**M3 wires**

(8 px per micron)
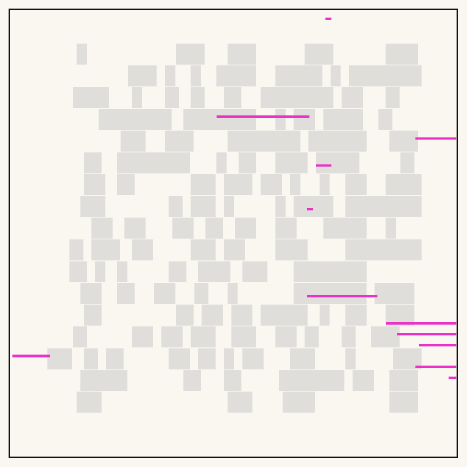
**Clock network drawn from the DEF**

(6 px per micron)
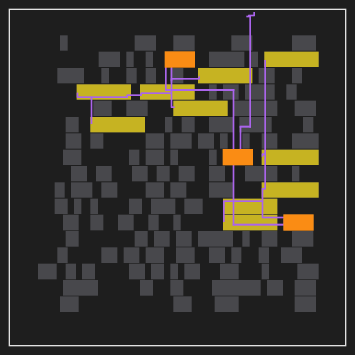
**Cell density map**

(6 px per micron) The die is cut into 11 by 11 equal tiles; white is low, dark blue is high, 0 to 100% covered.
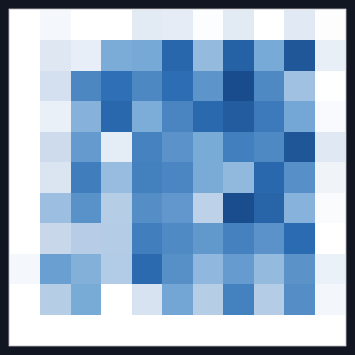
**config.mk**
```make
export PLATFORM = sky130hd
export DESIGN_NAME = mux_rr_arbiter
export DESIGN_NICKNAME = d
export VERILOG_FILES = /design/src/rtl/mux_rr_arbiter.sv
export SDC_FILE = /design/constraint.sdc
export NUM_CORES = 1
export LEC_CHECK = 0
export ABC_AREA = 0
export ABC_CLOCK_PERIOD_IN_PS = 1900
export CELL_PAD_IN_SITES_DETAIL_PLACEMENT = 1
export CELL_PAD_IN_SITES_GLOBAL_PLACEMENT = 1
export CORE_MARGIN = 4
export CORE_UTILIZATION = 35
export CTS_BUF_LIST = sky130_fd_sc_hd__clkbuf_8
export CTS_CLUSTER_SIZE = 8
export DETAILED_ROUTE_END_ITERATION = 7
export MAX_ROUTING_LAYER = met4
export PLACE_DENSITY_LB_ADDON = 0.1
export SLEW_MARGIN = 20
export SYNTH_ARGS = -nofsm -noshare
export SYNTH_HDL_FRONTEND = slang
export SYNTH_SLANG_ARGS = --single-unit
```
**constraint.sdc**
```tcl
create_clock -name clk -period 1.9 [get_ports clk]
set_clock_uncertainty 0.15 [all_clocks]
set_input_delay 0.285 -clock clk [delete_from_list [all_inputs] [get_ports clk]]
set_output_delay 0.285 -clock clk [all_outputs]
set_load 0.01 [all_outputs]
```
**src/rtl/mux_rr_arbiter.sv**
```systemverilog
// Round-robin arbiter driving the select of a shared 4:1 single-bit mux.
// Optional forced release after MAX_HOLD cycles: define MUX_ARB_HOLD_LIMIT_EN.
module mux_rr_arbiter #(
  parameter int unsigned MAX_HOLD = 8,
  parameter int unsigned CNT_W    = 8
) (
  input  logic       clk,
  input  logic       rst_n,
  input  logic [3:0] req,
  output logic [3:0] gnt,
  output logic [1:0] sel,
  output logic       valid,
  output logic [1:0] owner,
  output logic       preempt
);

  if ((2 ** CNT_W) <= MAX_HOLD || MAX_HOLD < 2 || MAX_HOLD > 255) begin : g_bad
    $error("mux_rr_arbiter: illegal MAX_HOLD/CNT_W");
  end

  typedef enum logic {IDLE, GRANT} state_t;

  state_t     state, state_n;
  logic [1:0] ptr, ptr_n;
  logic [1:0] owner_n, sel_n;
  logic [3:0] gnt_n;
  logic       valid_n;
  logic [1:0] win_idle, win_next, ptr_inc;

  // First asserted index at or after base, wrapping modulo 4.
  function automatic logic [1:0] pick(
    input logic [3:0] r,
    input logic [1:0] base
  );
    logic [1:0] idx;
    pick = base;
    for (int i = 3; i >= 0; i--) begin
      idx = base + 2'(i);
      if (r[idx]) pick = idx;
    end
  endfunction

  assign ptr_inc  = owner + 2'd1;
  assign win_idle = pick(req, ptr);
  assign win_next = pick(req, ptr_inc);

`ifdef MUX_ARB_HOLD_LIMIT_EN
  logic [CNT_W-1:0] hold_cnt, hold_cnt_n;
  logic             preempt_n;
`endif

  always_comb begin
    state_n = state;
    ptr_n   = ptr;
    gnt_n   = gnt;
    sel_n   = sel;
    valid_n = valid;
    owner_n = owner;
`ifdef MUX_ARB_HOLD_LIMIT_EN
    hold_cnt_n = hold_cnt;
    preempt_n  = 1'b0;
`endif
    unique case (state)
      IDLE: begin
        if (|req) begin
          state_n = GRANT;
          gnt_n   = 4'b0001 << win_idle;
          owner_n = win_idle;
          sel_n   = {win_idle[0], win_idle[1]};
          valid_n = 1'b1;
`ifdef MUX_ARB_HOLD_LIMIT_EN
          hold_cnt_n = '0;
`endif
        end
      end
      GRANT: begin
        if (req[owner]) begin
`ifdef MUX_ARB_HOLD_LIMIT_EN
          // Owner sorts last from owner+1, so win_next is never the owner here.
          if (hold_cnt == CNT_W'(MAX_HOLD - 1) && |(req & ~gnt)) begin
            ptr_n      = ptr_inc;
            gnt_n      = 4'b0001 << win_next;
            owner_n    = win_next;
            sel_n      = {win_next[0], win_next[1]};
            preempt_n  = 1'b1;
            hold_cnt_n = '0;
          end else if (hold_cnt != CNT_W'(MAX_HOLD)) begin
            hold_cnt_n = hold_cnt + 1'b1;
          end
`endif
        end else begin
          ptr_n = ptr_inc;
          if (|req) begin
            gnt_n   = 4'b0001 << win_next;
            owner_n = win_next;
            sel_n   = {win_next[0], win_next[1]};
`ifdef MUX_ARB_HOLD_LIMIT_EN
            hold_cnt_n = '0;
`endif
          end else begin
            state_n = IDLE;
            gnt_n   = 4'b0000;
            valid_n = 1'b0;
          end
        end
      end
      default: state_n = IDLE;
    endcase
  end

  always_ff @(posedge clk or negedge rst_n) begin
    if (!rst_n) begin
      state <= IDLE;
      ptr   <= 2'd0;
      gnt   <= 4'b0000;
      sel   <= 2'b00;
      valid <= 1'b0;
      owner <= 2'd0;
    end else begin
      state <= state_n;
      ptr   <= ptr_n;
      gnt   <= gnt_n;
      sel   <= sel_n;
      valid <= valid_n;
      owner <= owner_n;
    end
  end

`ifdef MUX_ARB_HOLD_LIMIT_EN
  always_ff @(posedge clk or negedge rst_n) begin
    if (!rst_n) begin
      hold_cnt <= '0;
      preempt  <= 1'b0;
    end else begin
      hold_cnt <= hold_cnt_n;
      preempt  <= preempt_n;
    end
  end
`else
  assign preempt = 1'b0;
`endif

endmodule

```
==> results.py <==
# Metrics from the implementation run
metrics = {
    "detailed_routing": {
        "ant_nets": 0,
        "dr_wl_met3_microns": 56,
        "drc_errors": 0,
        "wl_per_cell_microns": 15.43,
        "viasPerCell": 5.385,
    },
    "grt": {
        "grt_max_degree": 11,
        "grt_usage_pct": 16.26,
        "grtUsageMet2_pct": 27.87,
        "antenna_found_initial": 0,
        "grt_use_met1_pct": 18.57,
    },
    "synth": {
        "syn_area_sq_um": 800.8,
        "syn_avg_cell_area_sq_um": 8.897,
        "edf_count": 0,
        "ys_seq_share_pct": 31.25,
        "synthFlopType": "dfrtp_1",
        "synth_top_area_share_pct": 31.25,
        "yosysMostFrequentCell": "dfrtp_1",
        "synth_cell_type_count": 38,
        "ys_warn_count": 0,
    },
    "power_and_ir_drop": {
        "maxPowerGroup": "combinational logic",
        "power.density_nw_per_um2": 1470,
        "p_sw_share_pct": 37.24,
        "ir_worst_vdd_mv": 0.6810,
        "p_int_uw": 1078,
        "power_frac_comb_pct": 62.1,
        "switchingPower_uw": 639.7,
        "power_leakage_uw": 0.0005136,
    },
    "critical_path": {
        "r2r-end": "owner[0]",
        "path_cells": "mux4_2 -> a211oi_4 -> mux2_4",
        "crit_buf_inv": 0,
        "worstPathArrival_ns": 1.82,
        "cp-start-kind": "flop",
        "startpoint": "owner[0]",
        "worst_path_max_delay_cell": "mux4_2",
        "crit_fanout": 5,
    },
    "cells_and_area": {
        "num-fill-cells": 270,
        "comb_area_sq_um": 505.5,
        "largest_cell_class": "logic gates",
        "comb_area_share_pct": 43.25,
        "lay_top_count": "buf_4",
        "final_layout_size_suffix_gt1_share_pct": 35.00,
        "fin_area_sq_um": 1169,
        "nMultiInputCombCells": 66,
        "lay_top_cells": "buf_4 (20), clkdlybuf4s50_1 (10), nor2_1 (9)",
        "bufAreaShareNonClock_pct": 27.30,
    },
    "flow_run": {
        "drv_cap": 0,
    },
    "timing": {
        "rsz0062_at_grt": "yes",
        "tns_ns": 0,
    },
    "floorplanning": {
        "dieArea_sq_um": 3117,
        "io_pins": 16,
    },
    "place": {
        "post-place-cells": 142,
        "gp_congestion": 0.7613,
    },
    "clock_tree": {
        "post_cts_resized": 8,
        "root_buffer": "clkbuf_8",
        "clk_pin_slew_ns": 0.05,
        "ctsLongestPathBuffers": 2,
        "cts_made_buffers": 3,
        "hold_buffers": 0,
        "htreeDepth": 1,
    },
    "status": {
        "outcome": "finished clean",
    },
}
Back to the opening pictures, 'M3 wires':
9 nets have wire on it. The longest straight run is 11.3 microns. The layer carries 56.6 microns of wire. The layer holds 2.5% of the routed length. The wires run mostly horizontal.
detailed-route via count: 797
final WL: 2284 microns
grt met3 use: 2.552%

Back to the opening pictures, 'clock network drawn from the DEF':
Key: purple = clock wires [length 163 microns]; yellow = flip-flops [count 10]; orange = clock-net drivers [count 3]
There are 4 routed clock nets.
clock power share: 12.8%
clock group power: 219 uW
Skew-Pair Late Insertion Delay: 0.24 ns

Back to the opening pictures, 'cell density map':
The densest ninth of the die: center. 12% of the tiles are over 75% full. The fullest tile reaches 89%. 23% of the tiles are nearly empty. The mean over all tiles is 36%.
Core Area: 2191 sq um
fp util: 36.55%
Final Util: 53.34%

logic make-up after synthesis:
family          count (synthesis)  synth area share [%]
fa+ha+maj                       2                 3.125
flops                          10                 31.25
other cells                     1                0.4683
buf+inv                        14                 9.999
simple gates                   30                 20.47
mux                             3                 5.937
compound gates                 29                 27.66
xor+xnor                        1                 1.094
stage by stage:
| stage | power, uW | util (%) | setup WS (ns) |
|---|---|---|---|
| after floorplan | 968.8 | - | -0.04108 |
| after global placement | 1345 | 48.43 | -0.3962 |
| after detailed placement | 1378 | 48.43 | -0.4153 |
| after CTS | 1660 | 51.63 | 0.009961 |
| after global routing | 1840 | 53.34 | -0.01302 |
| final | 1718 | 53.34 | 0.05227 |
sequential cells by signal, summed over array words and instances (netlist names):
register  flops
owner         2
state         1
gnt           4
valid         1
ptr           2
Power figures rest on the tool's default switching activity, not on a simulated workload.
